File: src/rtl/bin_mgr_pkg.sv
// -----------------------------------------------------------------------------
// bin_mgr_pkg
// Shared types and constants for the bin-manager BRAM port-A arbiter.
//   arb_state_t : arbiter FSM state encoding
//   REQ_*       : fixed requester slot assignments
//   BURST_CNT_W : width of the burst-beat counter (MAX_BURST <= 255)
// -----------------------------------------------------------------------------
package bin_mgr_pkg;

    typedef enum logic {
        ARB    = 1'b0,
        LOCKED = 1'b1
    } arb_state_t;

    localparam int REQ_LOADER  = 0;
    localparam int REQ_SAVER   = 1;
    localparam int REQ_FETCH   = 2;

    localparam int BURST_CNT_W = 8;

endpackage

File: src/rtl/rr_pick.sv
// -----------------------------------------------------------------------------
// rr_pick
// Combinational round-robin priority picker. Selects the first asserted
// request at or above i_ptr, wrapping from N-1 back to 0.
// Ports:
//   i_req  [N-1:0]  request vector
//   i_ptr  [IW-1:0] highest-priority slot (must be < N)
//   o_gnt  [N-1:0]  one-hot winner (all zero when no request)
//   o_idx  [IW-1:0] index of the winner
//   o_any           at least one request present
// -----------------------------------------------------------------------------
module rr_pick #(
    parameter int N  = 3,
    parameter int IW = $clog2(N)
) (
    input  logic [N-1:0]  i_req,
    input  logic [IW-1:0] i_ptr,
    output logic [N-1:0]  o_gnt,
    output logic [IW-1:0] o_idx,
    output logic          o_any
);

    logic [N-1:0] w_rot;
    logic [IW:0]  w_off;
    logic [IW:0]  w_sum;

    always_comb begin
        // Rotate so the pointer slot sits at bit 0; the lowest set bit of
        // the rotated vector is the winner's offset from the pointer.
        w_rot = N'({i_req, i_req} >> i_ptr);
        w_off = '0;
        o_any = 1'b0;
        for (int j = N - 1; j >= 0; j--) begin
            if (w_rot[j]) begin
                w_off = (IW + 1)'(j);
                o_any = 1'b1;
            end
        end
        w_sum = {1'b0, i_ptr} + w_off;
        if (w_sum >= (IW + 1)'(N)) begin
            w_sum = w_sum - (IW + 1)'(N);
        end
        o_idx = w_sum[IW-1:0];
        o_gnt = '0;
        for (int k = 0; k < N; k++) begin
            o_gnt[k] = o_any && (w_sum == (IW + 1)'(k));
        end
    end

endmodule

File: src/rtl/bram_port_arbiter.sv
// -----------------------------------------------------------------------------
// bram_port_arbiter
// Shares port A of the bin-manager dual-port BRAM among NUM_REQ requesters
// with round-robin arbitration and optional burst locking. Read data comes
// back one cycle after the grant, tagged by a one-hot rvalid.
//
// State table:
//   ARB    | round-robin among all requesters starting at rr_ptr
//   LOCKED | only the burst owner may be granted, up to MAX_BURST beats
//
// Ports:
//   clk, rst_n           clock / synchronous active-low reset
//   req, lock, we        per-requester request, burst lock, write(1)/read(0)
//   addr, wdata          packed per-requester address / write data
//   gnt                  one-hot grant, access happens in the same cycle
//   rvalid, rdata        one-hot read-valid and shared read data bus
//   bram_we/addr/din     to BRAM port A; bram_dout from BRAM port A
//   stat_clr, stat_conflict
//                        present only with BRAM_ARB_STATS_EN defined:
//                        saturating count of cycles where some request
//                        was left waiting
// -----------------------------------------------------------------------------
module bram_port_arbiter
    import bin_mgr_pkg::*;
#(
    parameter int NUM_REQ    = 3,
    parameter int DATA_WIDTH = 16,
    parameter int ADDR_WIDTH = 10,
    parameter int MAX_BURST  = 16
) (
    input  logic                          clk,
    input  logic                          rst_n,
    input  logic [NUM_REQ-1:0]            req,
    input  logic [NUM_REQ-1:0]            lock,
    input  logic [NUM_REQ-1:0]            we,
    input  logic [NUM_REQ*ADDR_WIDTH-1:0] addr,
    input  logic [NUM_REQ*DATA_WIDTH-1:0] wdata,
    output logic [NUM_REQ-1:0]            gnt,
    output logic [NUM_REQ-1:0]            rvalid,
    output logic [DATA_WIDTH-1:0]         rdata,
    output logic                          bram_we,
    output logic [ADDR_WIDTH-1:0]         bram_addr,
    output logic [DATA_WIDTH-1:0]         bram_din,
    input  logic [DATA_WIDTH-1:0]         bram_dout
`ifdef BRAM_ARB_STATS_EN
    ,
    input  logic                          stat_clr,
    output logic [15:0]                   stat_conflict
`endif
);

    localparam int IW = $clog2(NUM_REQ);
    localparam logic [BURST_CNT_W-1:0] BURST_LAST = BURST_CNT_W'(MAX_BURST - 1);

    arb_state_t               r_state, w_state_nxt;
    logic [IW-1:0]            r_rr_ptr, w_rr_ptr_nxt;
    logic [IW-1:0]            r_owner, w_owner_nxt;
    logic [BURST_CNT_W-1:0]   r_burst_cnt, w_burst_cnt_nxt;
    logic [NUM_REQ-1:0]       r_rvalid;
    logic [DATA_WIDTH-1:0]    r_rdata_hold;

    logic [NUM_REQ-1:0]       w_pick_gnt;
    logic [IW-1:0]            w_pick_idx;
    logic                     w_pick_any;
    logic                     w_pick_lock;
    logic [NUM_REQ-1:0]       w_own_oh;
    logic                     w_own_req;
    logic                     w_own_lock;
    logic [NUM_REQ-1:0]       w_gnt;
    logic [NUM_REQ-1:0]       w_rvalid;

    rr_pick #(
        .N  (NUM_REQ),
        .IW (IW)
    ) u_rr_pick (
        .i_req (req),
        .i_ptr (r_rr_ptr),
        .o_gnt (w_pick_gnt),
        .o_idx (w_pick_idx),
        .o_any (w_pick_any)
    );

    always_comb begin
        w_own_oh = '0;
        for (int k = 0; k < NUM_REQ; k++) begin
            w_own_oh[k] = (r_owner == IW'(k));
        end
    end

    assign w_own_req   = |(req & w_own_oh);
    assign w_own_lock  = |(lock & w_own_oh);
    assign w_pick_lock = |(lock & w_pick_gnt);

    always_comb begin
        w_state_nxt     = r_state;
        w_rr_ptr_nxt    = r_rr_ptr;
        w_owner_nxt     = r_owner;
        w_burst_cnt_nxt = r_burst_cnt;
        w_gnt           = '0;
        case (r_state)
            ARB: begin
                if (w_pick_any) begin
                    w_gnt        = w_pick_gnt;
                    w_rr_ptr_nxt = (w_pick_idx == IW'(NUM_REQ - 1)) ? '0 : w_pick_idx + IW'(1);
                    if (w_pick_lock && (MAX_BURST > 1)) begin
                        w_state_nxt     = LOCKED;
                        w_owner_nxt     = w_pick_idx;
                        w_burst_cnt_nxt = BURST_CNT_W'(1);
                    end
                end
            end
            LOCKED: begin
                if (w_own_req) begin
                    w_gnt = w_own_oh;
                    if (w_own_lock && (r_burst_cnt < BURST_LAST)) begin
                        w_burst_cnt_nxt = r_burst_cnt + BURST_CNT_W'(1);
                    end else begin
                        w_state_nxt     = ARB;
                        w_burst_cnt_nxt = '0;
                    end
                end else begin
                    // Owner went away: give up the lock without spending a beat.
                    w_state_nxt     = ARB;
                    w_burst_cnt_nxt = '0;
                end
            end
            default: begin
                w_state_nxt = ARB;
            end
        endcase
        // No access may reach the BRAM while reset is asserted.
        if (!rst_n) begin
            w_gnt = '0;
        end
    end

    always_comb begin
        bram_we   = 1'b0;
        bram_addr = '0;
        bram_din  = '0;
        for (int k = 0; k < NUM_REQ; k++) begin
            if (w_gnt[k]) begin
                bram_we   = we[k];
                bram_addr = addr[k*ADDR_WIDTH +: ADDR_WIDTH];
                bram_din  = wdata[k*DATA_WIDTH +: DATA_WIDTH];
            end
        end
    end

    always_ff @(posedge clk) begin
        if (!rst_n) begin
            r_state      <= ARB;
            r_rr_ptr     <= '0;
            r_owner      <= '0;
            r_burst_cnt  <= '0;
            r_rvalid     <= '0;
            r_rdata_hold <= '0;
        end else begin
            r_state     <= w_state_nxt;
            r_rr_ptr    <= w_rr_ptr_nxt;
            r_owner     <= w_owner_nxt;
            r_burst_cnt <= w_burst_cnt_nxt;
            r_rvalid    <= w_gnt & ~we;
            if (|r_rvalid) begin
                r_rdata_hold <= bram_dout;
            end
        end
    end

    // BRAM douta is already registered, so the data bus is taken straight
    // from it during the valid cycle and held from a shadow register after.
    // Masking with rst_n drops a read that was in flight when reset arrived.
    assign w_rvalid = rst_n ? r_rvalid : '0;
    assign rvalid   = w_rvalid;
    assign rdata    = (|w_rvalid) ? bram_dout : r_rdata_hold;
    assign gnt      = w_gnt;

`ifdef BRAM_ARB_STATS_EN
    logic [15:0] r_stat_conflict;

    always_ff @(posedge clk) begin
        if (!rst_n || stat_clr) begin
            r_stat_conflict <= '0;
        end else if ((|(req & ~w_gnt)) && (r_stat_conflict != 16'hFFFF)) begin
            r_stat_conflict <= r_stat_conflict + 16'd1;
        end
    end

    assign stat_conflict = r_stat_conflict;
`endif

endmodule

File: config.mk
export PLATFORM = sky130hd
export DESIGN_NAME = bram_port_arbiter
export DESIGN_NICKNAME = d
export VERILOG_FILES = /design/src/rtl/bin_mgr_pkg.sv /design/src/rtl/rr_pick.sv /design/src/rtl/bram_port_arbiter.sv
export SDC_FILE = /design/constraint.sdc
export NUM_CORES = 1
export LEC_CHECK = 0
export CORE_MARGIN = 1.5
export CORE_UTILIZATION = 32
export CTS_CLUSTER_SIZE = 28
export DETAILED_ROUTE_END_ITERATION = 8
export PLACE_DENSITY = 0.81
export RECOVER_POWER = 100
export SLEW_MARGIN = 5
export SYNTH_ARGS = -nofsm -noshare
export SYNTH_HDL_FRONTEND = slang
export SYNTH_SLANG_ARGS = --single-unit
File: constraint.sdc
create_clock -name clk -period 4.3 [get_ports clk]
set_input_delay 0.645 -clock clk [delete_from_list [all_inputs] [get_ports clk]]
set_output_delay 0.645 -clock clk [all_outputs]
set_load 0.01 [all_outputs]
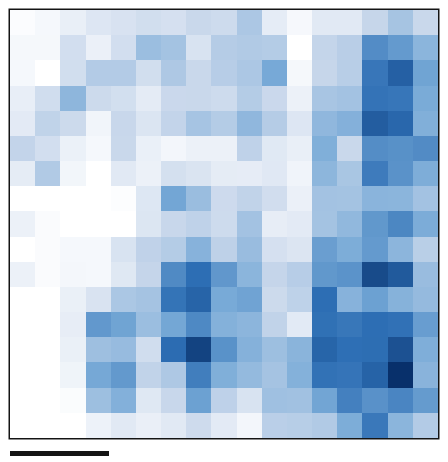
(images/wire_density.png)
Bar = 20 µm. 17 x 17 tiles, from white (low) to dark blue (high), scaled to the fullest tile. Values are wire area over tile area, all layers added.
densest ninth of the die	lower right
nearly empty tiles	9.0%
mean over tiles	0.20
tiles over half the peak	22%

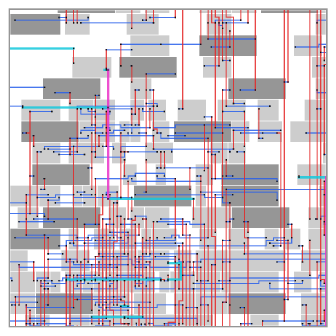
(images/zoom.png)
Region (23, 23) to (63, 63) µm. Cells in grey, sequential cells in the stronger grey; small squares are vias.
layer	colour
met4	magenta
met1	blue
met3	cyan
met2	red
cells with their middle in the window	112
netlist names of flops here include	r_burst_cnt (8), r_rdata_hold (3), r_owner (2)
most frequent	dfxtp_1 (16), nand2_1 (7)
sequential cells in the window	16

==> impl_metrics.py <==
# Generated from Yosys and OpenROAD reports
metrics = {
    "timing": {
        "min_period_over_period_pct": 107,
        "fmax_mhz": 218,
        "holdWs_ns": 0.465,
        "setup_viol": 29,
        "worst_pin_slew_ns": 0.877,
        "skew_ns": 0.00341,
        "fin_ws_ns": -0.286,
        "slew_headroom_pct": 41.5,
    },
    "worst_setup_path": {
        "critPathBufInv": 7,
        "start_kind": "input port",
        "r2r_slack_ns": 0.49,
        "rr_worst_depth": 17,
        "crit_path_max_fanout": 7,
        "cpMaxStageDelayCell": "fa_1",
        "endpoint_kind": "primary output",
        "crit_family": "adder cells",
    },
    "grt": {
        "grt_pass1_vias": 2695,
        "grt_max_degree": 33,
        "busiest_layer": "met2",
        "use_met1_pct": 26.1,
        "grtUsageMet2_pct": 45.2,
    },
    "clocking": {
        "cts_hold_buffers": 0,
        "root_buffer": "clkbuf_8",
        "htree_levels": 2,
        "cts_buffers": 5,
    },
    "power_and_ir_drop": {
        "pg_seq_uw": 456,
        "p_total_uw": 3400,
        "swShare_pct": 40.3,
        "seqPwrFrac_pct": 13.4,
        "vdd_drop_max_mv": 0.313,
        "powerComb_uw": 2720,
    },
    "drt": {
        "vias_per_cell": 5.43,
        "firstDrtPassIters": 4,
        "vias": 2753,
        "wl_met2_mm": 4.74,
        "totalWireLength_mm": 9.19,
        "wl_met3_um": 687,
        "drt-met1-wl_mm": 3.49,
        "post_drt_wl_per_cell_um": 18.1,
        "ant_nets": 0,
    },
    "outcome": {
        "failed_checks": "setup timing",
        "status": "complete, but fails checks",
    },
    "placement": {
        "placed_cell_area_mm2": 0.00392,
        "dpl.hpwl_mm": 6.19,
        "gp_congestion": 0.859,
    },
    "finish": {
        "lay_top_count": "clkdlybuf4s50_1",
        "stdcell_count": 507,
        "nets": 536,
        "fillerInstances": 515,
        "areaGrowthSynthToFinish_pct": 97.6,
        "drive_above_1_share_pct": 31.1,
    },
    "flow_run": {
        "cap_viol_max_count": 0,
        "warnings": 28,
    },
    "yosys": {
        "synth_top_area_share_pct": 29.0,
        "synth_cell_type_count": 49,
        "netlist_instances": 244,
        "seq_area_frac_synth_pct": 29.0,
        "yosysCellCount": 244,
        "synth.cell_area_mm2": 0.00221,
        "synth_area_leader_cell": "dfxtp_1",
        "syn_avg_cell_area_um2": 9.06,
        "yosys-stat-area_mm2": 0.00221,
    },
    "die": {
        "initCoreUtil_pct": 32.9,
        "rows": 30,
    },
}
[worst register-to-register path, stage by stage, from the launching register on]
cell and delay (ns):
dfxtp_1 0.45, nor3b_2 0.08, a311oi_1 0.44, a31oi_4 0.05, ha_2 0.19, inv_2 0.05
fa_1 0.41, inv_1 0.07, ha_2 0.18, ha_4 0.14, and3b_1 0.20, buf_4 0.13
buf_4 0.13, a22o_1 0.25, a222oi_1 0.44, nor2_1 0.13, nor2b_2 0.25, and2_1 0.16
[how the worst min path moves through the flow]
stage / from / endpoint / slack (ns) / cells past startpoint
after floorplan: r_burst_cnt[5] / r_burst_cnt[5] / 0.43 / 1
after detailed placement: r_burst_cnt[5] / r_burst_cnt[5] / 0.45 / 1
after CTS: r_burst_cnt[5] / r_burst_cnt[5] / 0.47 / 1
after global placement: r_burst_cnt[5] / r_burst_cnt[5] / 0.44 / 1
final: r_burst_cnt[5] / r_burst_cnt[5] / 0.46 / 1
after global routing: r_burst_cnt[6] / r_burst_cnt[6] / 0.49 / 1
[kinds of logic (layout without fill, tap and decap cells)]
family / after synthesis / after routing / share of synthesized area, %
multiplexers: 17 / 17 / 8.61
AND/OR/NAND/NOR: 90 / 90 / 23.6
flip-flops: 32 / 32 / 29.0
AND-OR/OR-AND: 74 / 74 / 29.2
buffers and inverters: 26 / 209 / 6.51
adder cells (fa/ha/maj): 5 / 5 / 3.17
[state kept, by name (all words and copies together) (netlist names)]
register	count
r_rr_ptr	2
r_state	1
r_rvalid	3
r_burst_cnt	8
r_owner	2
r_rdata_hold	16
[area by class of cell]
type / instances / area, µm² / share of cell area, %
repair buffers: 196 / 1900 / 43.6
well taps: 80 / 100 / 2.29
clock buffers: 8 / 90.1 / 2.06
multi-input cells: 186 / 1610 / 36.9
flip-flops and latches: 32 / 641 / 14.7
inverters: 5 / 21.3 / 0.487
